[src/rtl/init_done_sequencer.sv]
// init_done_sequencer: synchronises and filters NUM_SRC asynchronous init/calibration
// status flags, waits for every required flag, then releases NUM_RST active-low resets
// one by one, STAGE_GAP cycles apart. It also detects timeouts, holds a sticky fault that
// records which sources caused it, and can optionally relock when a flag drops.
// Ports: CLK/RESET (async active-high), STATUS_IN raw flags, CLEAR_FAULT exit pulse,
//        STATUS_FILT filtered flags, ALL_DONE, RESET_N_OUT staged resets (bit 0 first),
//        FAULT, FAULT_SRC latched cause bits, STATE (WAIT=0 STAGE=1 READY=2 FAULT=3).
module init_done_sequencer #(
  parameter int                 NUM_SRC        = 4,
  parameter logic [NUM_SRC-1:0] REQ_MASK       = {NUM_SRC{1'b1}},
  parameter int                 FILT_CYCLES    = 4,
  parameter int                 NUM_RST        = 3,
  parameter int                 STAGE_GAP      = 8,
  parameter int                 TIMEOUT_CYCLES = 1024,
  parameter bit                 RELOCK_EN      = 1'b1
) (
  input  logic               CLK,
  input  logic               RESET,
  input  logic [NUM_SRC-1:0] STATUS_IN,
  input  logic               CLEAR_FAULT,
  output logic [NUM_SRC-1:0] STATUS_FILT,
  output logic               ALL_DONE,
  output logic [NUM_RST-1:0] RESET_N_OUT,
  output logic               FAULT,
  output logic [NUM_SRC-1:0] FAULT_SRC,
  output logic [1:0]         STATE
);

  localparam int FW = (FILT_CYCLES > 0)    ? $clog2(FILT_CYCLES + 1)    : 1;
  localparam int GW = (STAGE_GAP > 1)      ? $clog2(STAGE_GAP)          : 1;
  localparam int TW = (TIMEOUT_CYCLES > 0) ? $clog2(TIMEOUT_CYCLES + 1) : 1;
  localparam int SW = (NUM_RST > 1)        ? $clog2(NUM_RST)            : 1;

  typedef enum logic [1:0] {
    S_WAIT  = 2'd0,
    S_STAGE = 2'd1,
    S_READY = 2'd2,
    S_FAULT = 2'd3
  } state_t;

  // Two-flop synchroniser for each status bit
  logic [NUM_SRC-1:0] sync1, sync2;

  always_ff @(posedge CLK or posedge RESET) begin
    if (RESET) begin
      sync1 <= '0;
      sync2 <= '0;
    end else begin
      sync1 <= STATUS_IN;
      sync2 <= sync1;
    end
  end

  // Per-bit filter. The bit rises slowly, after FILT_CYCLES consecutive high samples,
  // but falls on the very next edge after a single low sample.
  genvar i;
  generate
    for (i = 0; i < NUM_SRC; i++) begin : g_filt
      logic filt_q;
      assign STATUS_FILT[i] = filt_q;

      if (FILT_CYCLES == 0) begin : g_nofilt
        always_ff @(posedge CLK or posedge RESET) begin
          if (RESET) filt_q <= 1'b0;
          else       filt_q <= sync2[i];
        end
      end else begin : g_cnt
        logic [FW-1:0] cnt;
        always_ff @(posedge CLK or posedge RESET) begin
          if (RESET) begin
            cnt    <= '0;
            filt_q <= 1'b0;
          end else if (!sync2[i]) begin
            cnt    <= '0;
            filt_q <= 1'b0;
          end else if (cnt != FW'(FILT_CYCLES)) begin
            cnt <= cnt + FW'(1);
            if (cnt == FW'(FILT_CYCLES - 1)) filt_q <= 1'b1;
          end
        end
      end
    end
  endgenerate

  // Sources outside REQ_MASK are forced to "ok", so they never affect the sequencer
  logic req_ok;
  assign req_ok = &(STATUS_FILT | ~REQ_MASK);

  state_t        state;
  logic [TW-1:0] tcnt;
  logic [GW-1:0] gcnt;
  logic [SW-1:0] sidx;

  assign STATE = state;

  always_ff @(posedge CLK or posedge RESET) begin
    if (RESET) begin
      state       <= S_WAIT;
      tcnt        <= '0;
      gcnt        <= '0;
      sidx        <= '0;
      RESET_N_OUT <= '0;
      ALL_DONE    <= 1'b0;
      FAULT       <= 1'b0;
      FAULT_SRC   <= '0;
    end else begin
      case (state)
        S_WAIT: begin
          // If req_ok and the timeout happen in the same cycle, req_ok wins
          if (req_ok) begin
            state <= S_STAGE;
            gcnt  <= '0;
            sidx  <= '0;
          end else if (TIMEOUT_CYCLES != 0 && tcnt == TW'(TIMEOUT_CYCLES - 1)) begin
            state     <= S_FAULT;
            FAULT     <= 1'b1;
            FAULT_SRC <= REQ_MASK & ~STATUS_FILT;
          end else begin
            tcnt <= tcnt + TW'(1);
          end
        end

        S_STAGE, S_READY: begin
          if (!req_ok) begin
            RESET_N_OUT <= '0;
            ALL_DONE    <= 1'b0;
            if (RELOCK_EN) begin
              state <= S_WAIT;
              tcnt  <= '0;
            end else begin
              state     <= S_FAULT;
              FAULT     <= 1'b1;
              FAULT_SRC <= REQ_MASK & ~STATUS_FILT;
            end
          end else if (state == S_STAGE) begin
            if (gcnt == GW'(STAGE_GAP - 1)) begin
              RESET_N_OUT[sidx] <= 1'b1;
              gcnt              <= '0;
              sidx              <= sidx + SW'(1);
              // This edge releases the last reset, so ALL_DONE rises on it too
              if (sidx == SW'(NUM_RST - 1)) begin
                state    <= S_READY;
                ALL_DONE <= 1'b1;
              end
            end else begin
              gcnt <= gcnt + GW'(1);
            end
          end
        end

        S_FAULT: begin
          if (CLEAR_FAULT) begin
            state     <= S_WAIT;
            FAULT     <= 1'b0;
            FAULT_SRC <= '0;
            tcnt      <= '0;
          end
        end
      endcase
    end
  end

endmodule

[config.mk]
export PLATFORM = sky130hd
export DESIGN_NAME = init_done_sequencer
export DESIGN_NICKNAME = d
export VERILOG_FILES = /design/src/rtl/init_done_sequencer.sv
export SDC_FILE = /design/constraint.sdc
export NUM_CORES = 1
export LEC_CHECK = 0
export ABC_AREA = 1
export CAP_MARGIN = 30
export CORE_MARGIN = 2
export CORE_UTILIZATION = 35
export DETAILED_ROUTE_END_ITERATION = 12
export PLACE_DENSITY = 0.64
export REMOVE_ABC_BUFFERS = 1
export SLEW_MARGIN = 10
export SYNTH_ARGS = -nofsm -noshare
export SYNTH_HDL_FRONTEND = slang
export SYNTH_SLANG_ARGS = --single-unit
[constraint.sdc]
create_clock -name CLK -period 2.3 [get_ports CLK]
set_input_delay 0.575 -clock CLK [delete_from_list [all_inputs] [get_ports CLK]]
set_output_delay 0.575 -clock CLK [all_outputs]
set_load 0.005 [all_outputs]
**Cell area per tile**

9 x 9 tiles, from white (low) to dark blue (high), 0 to 100% covered.
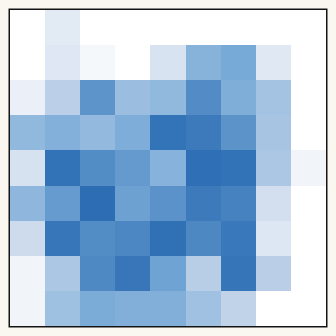
mean over tiles = 35%
tiles over 75% full = 1.2%
emptiest ninth of the die = north-west
fullest tile = 75%
densest ninth of the die = centre

**The metal 3 layer**

Bar = 20 um.
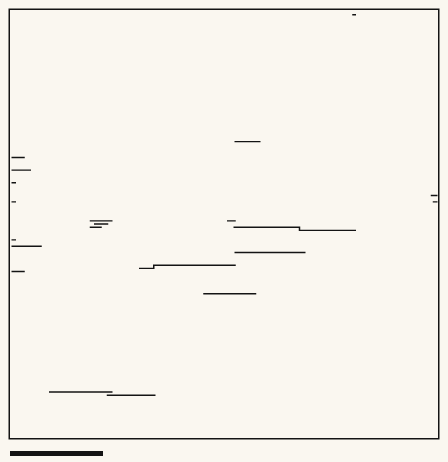
wire length on this layer = 133 um
share of all routed wire = 2.8%
longest straight run = 17.5 um
main direction = horizontal
via count: 1988
GR met3 Demand/Resource: 0.0222

==> results.toml <==
# generated from flow reports
[timing]
setup_viol = 0
report.final.hold_viol_count = 0
worst_slew_pin_slew_ps = 438
timing.setup.tns_ps = 0
final_count_of_pins_violating_max_slew = 0
fin_ws_ps = 436
fin_skew_ps = 12.0
finalCritPeriodShare = 0.810

[hold_path]
worst_hold_path_type = "flip-flop to flip-flop"
worst_hold_startpoint = "sync1[1]$_DFF_PP0_"
whs_path_depth = 0
timing.hold.worst_endpoint = "sync2[1]$_DFF_PP0_"

[cts]
tritoncts_clock_tree = "yes"
cts.repair_timing.setup_buffer_count = 0
numCtsBuffers = 5
clkTransAtPathRegs_ps = 100
clock_sinks = 51
clockBufferDepth = 2

[run]
tool_warnings = 35
max_cap_viol_count = 0

[outcome]
outcome = "complete, no violations"

[worst_setup_path]
timing.critical_path.fanout_max = 5
crit-reg2reg-launch = "STATE[0]$_DFFE_PP0P_"
worst_setup_path_startpoint = "STATE[0]$_DFFE_PP0P_"
crit_path_start_kind = "flip-flop"
worst_setup_path_end_kind = "output port"
path_delay_family = "buffers and inverters"
reg2reg_depth = 8
data_required_critical_path_ps = 1730
worst-path-buf-inv = 1
reg2reg_setup_slack_ps = 440
critical_path_cell_count = 1

[yosys]
predominant_post_synthesis_flop_cell = "sky130_fd_sc_hd__dfrtp_1"
postSynth.asyncResetShare = 1.00
synth_flop_count = 51
synthesis.area_um2 = 2700
edf_count = 0
netlist.area_leader.share = 0.473
synth_chip_area_um2 = 2700
synth.top_cells.by_area = "sky130_fd_sc_hd__dfrtp_1, sky130_fd_sc_hd__ha_1, sky130_fd_sc_hd__nand2_1"

[global_routing]
grt_pass1_vias = 1934
grt_max_degree = 52
grt_remaining_overflow = 0
grt.total_usage = 0.126
antenna_found_initial = 0

[route]
routed_via_density = 4.62
drt_pre_antenna_iters = 4
wire_per_inst_um = 11.2
antenna_violating_nets_post_route = 0
route.final.wire_length_um = 4840
drt_drc_violations_left = 0

[finish]
comb-cell-share = 0.378
num-fill-cells = 775
layout.nonclk_buf_frac = 0.0745
buffers = 22
ff_count = 51
fin_area_um2 = 3090
comb_cells = 196
inverter_tally_of_the_final_layout_excluding_the_clock_network = 51
n_antenna_cell = 0
final_cell_mix = "sky130_fd_sc_hd__nand2_1, sky130_fd_sc_hd__dfrtp_1, sky130_fd_sc_hd__inv_1"
layout.area.seq_um2 = 1280
area_growth_pct = 14.6

[pwr]
switchingPower_mw = 1.20
power_frac_clock = 0.183
power.share.combinational = 0.396

[floorplan]
dieWidth_um = 91.8
design.core.area_um2 = 7610
dieHeight_um = 91.8
dieArea_um2 = 8430

[placement]
globalplace.congestion = 0.772
dpl.hpwl_um = 3480
place_area_um2 = 3000
## sequential cells by signal (all words and copies together), names as in the netlist, 3 cells and up
name / flops
tcnt: 11
g_filt.g_cnt.cnt: 12
sync2: 4
FAULT_SRC: 4
g_filt.filt_q: 4
RESET_N_OUT: 3
gcnt: 3
sync1: 4
## metal layers
layer	share of wire	up-vias	global-route usage
met5	0	-	0
met4	0.015	0	0.0410
li1	-	1018	-
met2	0.47	27	0.204
met1	0.49	937	0.172
met3	0.027	6	0.0222
## Yosys cell counts (3+ instances only)
cell and count:
sky130_fd_sc_hd__nand2_1 60, sky130_fd_sc_hd__nand4_1 3, sky130_fd_sc_hd__a21oi_1 10, sky130_fd_sc_hd__buf_4 5, sky130_fd_sc_hd__o21ai_1 10, sky130_fd_sc_hd__nor2_1 14, sky130_fd_sc_hd__o21ai_0 23, sky130_fd_sc_hd__inv_1 49
sky130_fd_sc_hd__o21ai_2 3, sky130_fd_sc_hd__ha_1 23, sky130_fd_sc_hd__nand3_1 31, sky130_fd_sc_hd__dfrtp_1 51, sky130_fd_sc_hd__xor2_1 4, sky130_fd_sc_hd__nand2_2 3
## power groups by stage
stage / Combinational [mW] / Clock [mW] / Sequential, mW
after global placement: 1.17 / 0 / 1.29
after CTS: 1.22 / 0.578 / 1.28
after detailed placement: 1.21 / 0 / 1.29
after global routing: 1.39 / 0.618 / 1.31
final: 1.20 / 0.556 / 1.27
after floorplan: 0.834 / 0 / 1.26
## cell families (layout without fill, tap and decap cells)
group	after synthesis	after routing	synth area share
fa+ha+maj	23	23	0.107
simple gates	122	122	0.222
xor+xnor	4	4	0.0130
buf+inv	58	81	0.0937
compound gates	47	47	0.0923
flops	51	51	0.473
Power and IR drop assume default switching activity.
